`config.mk`:
```
export PLATFORM = sky130hd
export DESIGN_NAME = pix_quantizer
export DESIGN_NICKNAME = d
export VERILOG_FILES = /design/src/rtl/dmgplus_pkg.sv /design/src/rtl/pix_quantizer.sv
export SDC_FILE = /design/constraint.sdc
export NUM_CORES = 1
export LEC_CHECK = 0
export ABC_AREA = 1
export CAP_MARGIN = 20
export CORE_MARGIN = 4
export CORE_UTILIZATION = 25
export DETAILED_ROUTE_END_ITERATION = 7
export PLACE_DENSITY_LB_ADDON = 0.12
export SLEW_MARGIN = 0
export SYNTH_ARGS = -nofsm -noshare
export SYNTH_HDL_FRONTEND = slang
export SYNTH_SLANG_ARGS = --single-unit
```
`constraint.sdc`:
```
create_clock -name clk_8m -period 2.7 [get_ports clk_8m]
set_clock_uncertainty 0.2 [all_clocks]
set_input_delay 0.405 -clock clk_8m [delete_from_list [all_inputs] [get_ports clk_8m]]
set_output_delay 0.405 -clock clk_8m [all_outputs]
set_load 0.02 [all_outputs]
```
`src/rtl/dmgplus_pkg.sv`:
```
// Shared constants for the DMG-style pixel path: default raster size, shade encoding,
// quantiser arithmetic and (only when PIX_QUANTIZER_DITHER_EN is defined) the 4x4 Bayer table.
package dmgplus_pkg;

    localparam int H_ACTIVE_DEFAULT = 160;
    localparam int V_ACTIVE_DEFAULT = 144;

    localparam logic [3:0] MAX_LUMA   = 4'd11;
    localparam logic [3:0] ROUND_BIAS = 4'd6;

    typedef enum logic [1:0] {
        SHADE_LIGHTEST = 2'd0,
        SHADE_LIGHT    = 2'd1,
        SHADE_DARK     = 2'd2,
        SHADE_DARKEST  = 2'd3
    } shade_e;

    // Quantised brightness level q (0..3) maps inversely onto the DMG shade.
    function automatic shade_e shadeFromLevel(input logic [1:0] level);
        return shade_e'(2'd3 - level);
    endfunction

    // q = min(3, floor((v*4 + d) / 12)); v is already clamped to 0..11.
    function automatic logic [1:0] quantLevel(input logic [3:0] luma, input logic [3:0] bias);
        logic [5:0] sum;
        logic [5:0] level;
        sum   = {luma, 2'b00} + {2'b00, bias};
        level = sum / 6'd12;
        return (level > 6'd3) ? 2'd3 : 2'(level);
    endfunction

`ifdef PIX_QUANTIZER_DITHER_EN
    function automatic logic [3:0] bayerEntry(input logic [1:0] row, input logic [1:0] col);
        logic [3:0] entry;
        case ({row, col})
            4'h0: entry = 4'd0;   4'h1: entry = 4'd8;   4'h2: entry = 4'd2;   4'h3: entry = 4'd10;
            4'h4: entry = 4'd12;  4'h5: entry = 4'd4;   4'h6: entry = 4'd14;  4'h7: entry = 4'd6;
            4'h8: entry = 4'd3;   4'h9: entry = 4'd11;  4'hA: entry = 4'd1;   4'hB: entry = 4'd9;
            default: begin
                case (col)
                    2'd0:    entry = 4'd15;
                    2'd1:    entry = 4'd7;
                    2'd2:    entry = 4'd13;
                    default: entry = 4'd5;
                endcase
            end
        endcase
        return entry;
    endfunction

    // Rescale the 0..15 threshold onto the 0..11 bias range: (B*3)>>2.
    function automatic logic [3:0] bayerBias(input logic [1:0] row, input logic [1:0] col);
        logic [5:0] scaled;
        scaled = 6'(bayerEntry(row, col)) * 6'd3;
        return 4'(scaled >> 2);
    endfunction
`endif

endpackage

```
`src/rtl/pix_quantizer.sv`:
```
// Converts a 4-bit luminance pixel stream into registered 2-bit DMG VRAM writes.
// Define PIX_QUANTIZER_DITHER_EN for ordered (Bayer) dithering; otherwise plain rounding.
module pix_quantizer
    import dmgplus_pkg::*;
#(
    parameter int H_ACTIVE = H_ACTIVE_DEFAULT,
    parameter int V_ACTIVE = V_ACTIVE_DEFAULT
) (
    input  logic        clk_8m,
    input  logic        rst_n,
    input  logic        in_valid,
    input  logic [3:0]  in_data,
    input  logic        in_vstart,
    input  logic        in_hstart,
    output logic [15:0] vram_addr,
    output logic [1:0]  vram_data,
    output logic        vram_we,
    output logic        frame_done
);

    logic [7:0]  r_xPos;
    logic [7:0]  r_yPos;
    logic        r_sync;
    logic [15:0] r_vramAddr;
    logic [1:0]  r_vramData;
    logic        r_vramWe;
    logic        r_frameDone;

    logic [7:0]  w_xNext;
    logic [7:0]  w_yNext;
    logic        w_syncNext;
    logic [3:0]  w_luma;
    logic [3:0]  w_bias;
    logic        w_write;
    logic        w_lastPixel;
    shade_e      w_shade;

    // The coordinates computed here are those of the pixel being accepted this cycle.
    always_comb begin
        w_xNext    = r_xPos;
        w_yNext    = r_yPos;
        w_syncNext = r_sync;
        if (in_valid) begin
            if (in_vstart) begin
                w_xNext    = 8'd0;
                w_yNext    = 8'd0;
                w_syncNext = 1'b1;
            end else if (in_hstart) begin
                w_xNext = 8'd0;
                w_yNext = (r_yPos == 8'hFF) ? 8'hFF : r_yPos + 8'd1;
            end else begin
                w_xNext = (r_xPos == 8'hFF) ? 8'hFF : r_xPos + 8'd1;
            end
        end
    end

    assign w_luma = (in_data > MAX_LUMA) ? MAX_LUMA : in_data;

`ifdef PIX_QUANTIZER_DITHER_EN
    assign w_bias = bayerBias(w_yNext[1:0], w_xNext[1:0]);
`else
    assign w_bias = ROUND_BIAS;
`endif

    assign w_shade     = shadeFromLevel(quantLevel(w_luma, w_bias));
    assign w_write     = in_valid && w_syncNext
                         && (int'(w_xNext) < H_ACTIVE) && (int'(w_yNext) < V_ACTIVE);
    assign w_lastPixel = (int'(w_xNext) == H_ACTIVE - 1) && (int'(w_yNext) == V_ACTIVE - 1);

    // Address and data only move on a write, so they hold between strobes.
    always_ff @(posedge clk_8m or negedge rst_n) begin
        if (!rst_n) begin
            r_xPos      <= 8'd0;
            r_yPos      <= 8'd0;
            r_sync      <= 1'b0;
            r_vramAddr  <= 16'd0;
            r_vramData  <= 2'd0;
            r_vramWe    <= 1'b0;
            r_frameDone <= 1'b0;
        end else begin
            r_xPos      <= w_xNext;
            r_yPos      <= w_yNext;
            r_sync      <= w_syncNext;
            r_vramWe    <= w_write;
            r_frameDone <= w_write && w_lastPixel;
            if (w_write) begin
                r_vramAddr <= {w_yNext, w_xNext};
                r_vramData <= w_shade;
            end
        end
    end

    assign vram_addr  = r_vramAddr;
    assign vram_data  = r_vramData;
    assign vram_we    = r_vramWe;
    assign frame_done = r_frameDone;

endmodule

```
Run 1, signal wires by layer:
(4 px per um) Only two layers are drawn.
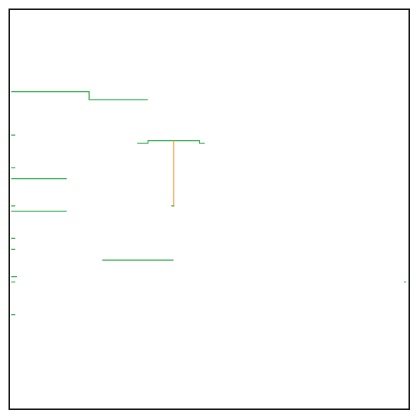
layer	colour	wire length
metal 3	green	105 um
metal 4	orange	16.3 um

Run 1, routing congestion:
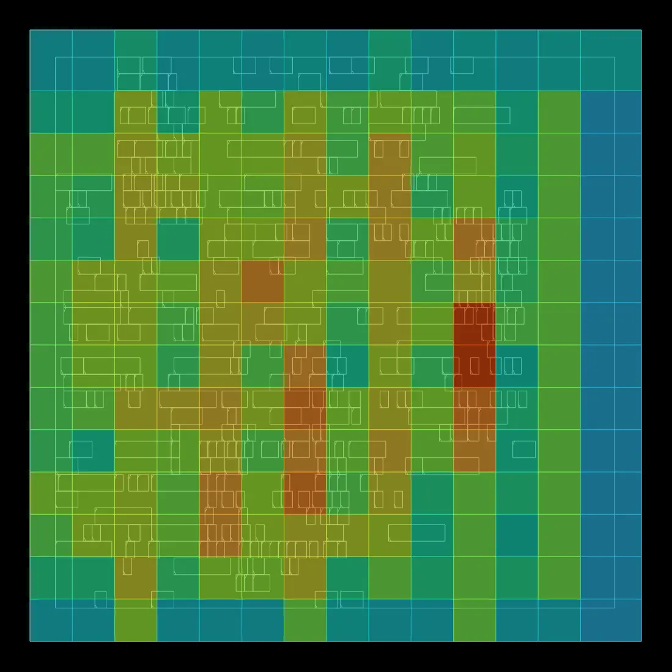
Core Util, Final: 34.1%
GR Layer Usage met1: 15.2%
GRT met2 Usage: 19.2%

Run 1, zoomed window:
Window x 35 to 65, y 55 to 85 um. Cells in grey, sequential cells in the stronger grey; small squares are vias.
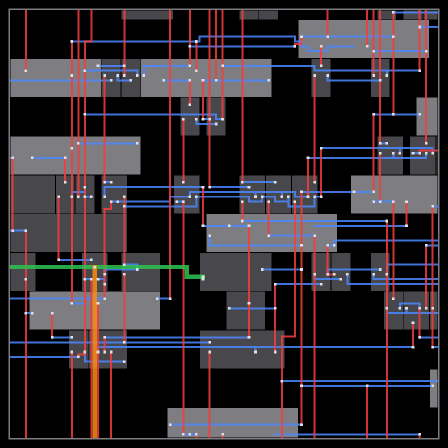
layer	colour
metal 1	blue
metal 4	orange
metal 2	red
metal 3	green
sequential cells in the window	8
most frequent	nand2_1 (12), nand3_1 (9), dfrtp_1 (8)
cells with their middle in the window	36
netlist names of flops here include	vram_addr (4), r_xPos (2)

==> ci_impl_report.md, run 1 <==
## PnR job results

| Metric | Value |
|---|---|
| Multi-input gates | `about 210` |
| Fin area | `between 2000 and 3000 um2` |
| Gr busiest metal | `met2` |
| Syn avg cell area | `7.39 um2` |
| Critical Path Start | `in_data[0]` |
| Flop count | `37` |
| Port buffer count | `28` |
| First-pass GRT wire length | `between 9000 and 10000 um` |
| WS Path Type | `in2reg` |
| Slowest-stage cell, CP | `clkdlybuf4s50_1` |
| CTS resizes | `0` |
| Xor/xnor share | `less than 1%` |
| CP max stage delay | `440 ps` |
| P_comb | `between 0.0002 and 0.00025 W` |
| Hold Buf Count CTS | `0` |
| DP HPWL | `roughly 4000 um` |
| Die Y | `approximately 100 um` |
| Pre-CTS WS | `-240 ps` |
| Mapped Area | `between 2000 and 2500 um2` |
| Worst r2r path cells | `11` |
| Vias in the first global route | `a little under 2000` |
| Fillcell total | `around 900` |
| Routing usage on met3 | `~2.4%` |
| Clock buffer count | `6` |
| CP required | `~2700 ps` |
| Final antenna-violating net count | `0` |
| Residual DRC count | `0` |
| Flop2flop setup slack | `between 500 and 600 ps` |
| Worst Tran Pin Value | `a little under 900 ps` |
| Peak Freq | `~390 MHz` |
| Max power group | `sequential cells` |
| Num CTS Buffers | `5` |
| Final period utilization | `between 90% and 100%` |
| CP max FO | `2` |
| Clk buf depth | `2` |
| Highest metal used | `met4` |
| Final setup viols | `0` |
| Fp_density | `between 20% and 30%` |
| Outcome | `finished, final reports clean` |
| Sequential power share | `between 40 and 50%` |
| Die W | `between 90 and 100 um` |
| Root Driver | `clkbuf_8` |
| Synth warnings | `0` |
| Main logic family | `simple AND/OR/NAND/NOR gates` |
| YS chip area | `2100 um2` |
| Power Clock | `roughly 0.00048 W` |
| OpenROAD warnings | `26` |
[run 1: cell usage after synthesis]
master,n
a21o_1,1
a21oi_1,7
a21oi_4,1
a31oi_1,1
buf_2,2
buf_4,1
buf_6,1
dfrtp_1,37
ha_1,4
inv_1,32
inv_2,1
nand2_1,105
nand2_2,2
nand2_4,2
nand3_1,40
nand3b_1,4
nand4_1,1
nor2_1,19
nor2_2,1
nor2_4,1
nor3_4,1
nor3b_1,1
o211ai_1,2
o21ai_0,10
o21ai_4,1
o21bai_1,3
o31ai_1,1
or2_2,1
xnor2_1,1
[run 1: metrics by stage]
stage                     std cells  total power [W]
after floorplan                 284         0.000702
after global placement          437         0.000810
after detailed placement        437         0.000808
after CTS                       445          0.00131
after global routing            445          0.00135
final                           445          0.00128
Run 1, gate-type map:
(4 px per um)
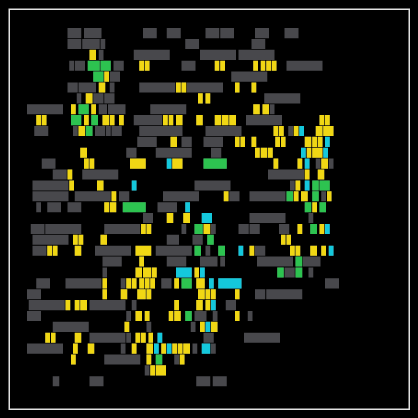

--- run 2 (diff from run 1) ---
Settings changed: GPL_TIMING_DRIVEN set to 0, PLACE_DENSITY set to 0.52, PLACE_DENSITY_LB_ADDON 0.12 to unset.
Run 2, gate-type map:
(4 px per um)
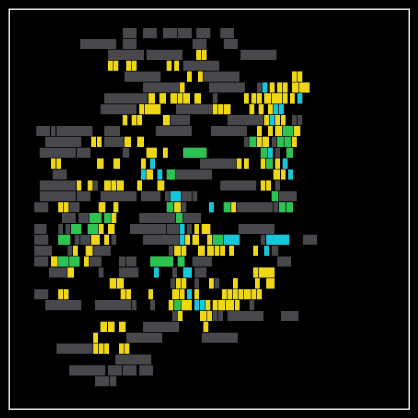
family	colour	cells
nor cells	cyan	23
aoi and oai cells	green	26
nand cells	yellow	154

Run 2, zoomed window:
Window x 35 to 65, y 55 to 85 um. Cells in grey, sequential cells in the stronger grey; small squares are vias.
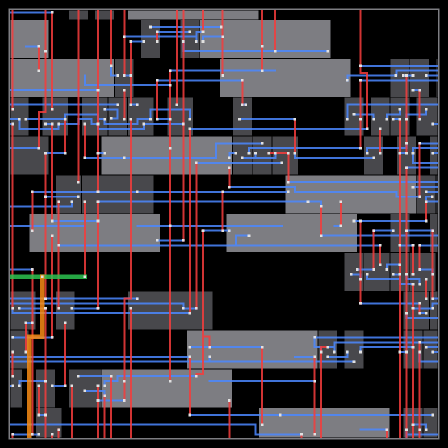
layer	colour
metal 1	blue
metal 4	orange
metal 2	red
metal 3	green
sequential cells in the window	10
most frequent	nand2_1 (20), nand3_1 (10), dfrtp_1 (10)
cells with their middle in the window	54
netlist names of flops here include	r_xPos (6), vram_addr (2)

==> ci_impl_report.md, run 2 <==
## PnR job results

| Metric | Value |
|---|---|
| P_comb | `0.000188 W (-6%)` |
| Fin area | `2660 um2 (-4.8%)` |
| Power Clock | `0.000490 W (+1%)` |
| Pre-CTS WS | `-349 ps (-108 ps)` |
| Die Y | `99.6 um (unchanged)` |
| Commonest cells post-synth | `105 x nand2_1, 40 x nand3_1, 37 x dfrtp_1, 32 x inv_1, 19 x nor2_1` |
| Final setup viols | `0 (unchanged)` |
| Multi-input gates | `210 (unchanged)` |
| Final period utilization | `94.7% (+0.20 points)` |
| GRT met2 Usage | `17.2% (-2.0 points)` |
| GR Layer Usage met1 | `14.3% (-0.83 points)` |
| Ys flop type | `dfrtp_1` |
| Hold Buf Count CTS | `0 (unchanged)` |
| CP max stage delay | `440 ps (about the same)` |
| Main logic family | `simple AND/OR/NAND/NOR gates` |
| Core Util, Final | `32.5% (-1.6 points)` |
| Vias in the first global route | `1781 (-8.4%)` |
| Synth warnings | `0 (unchanged)` |
| Peak Freq | `391 MHz (-0.21%)` |
| YS chip area | `2100 um2 (unchanged)` |
| Clock buffer count | `5 (-1)` |
| Routing usage on met3 | `2.10% (-0.28 points)` |
| Sequential power share | `46.6% (about the same)` |
| Outcome | `finished, final reports clean` |
| Non-Filler Instances | `428 (-3.8%)` |
| Clk buf depth | `2 (unchanged)` |
| Slowest-stage cell, CP | `clkdlybuf4s50_1` |
==> run 2: worst max path at each step <==
stage                from           end  slack, ps
6_report       in_data[0]  vram_data[0]        140
3_3_place_gp   in_data[2]  vram_data[0]       -320
3_5_place_dp   in_data[2]  vram_data[0]       -350
5_1_grt        in_data[0]  vram_data[0]         -7
4_1_cts        in_data[3]  vram_data[0]         20
2_1_floorplan  in_data[3]  vram_data[0]        320
==> run 2: timing repair <==
item | in CTS | in global routing
resized | 2 | 5
endpoints found under the setup margin | 1 | 10
hold endpoints to repair | 0 | 0
setup buffers | 1 | 2
pin swaps | 1 | 2
==> run 2: cell families after synthesis <==
logic type      Yosys count
compound gates           27
flops                    37
fa+ha+maj                 4
simple gates            178
buf+inv                  37
xor+xnor                  1
Power and IR drop assume default switching activity.
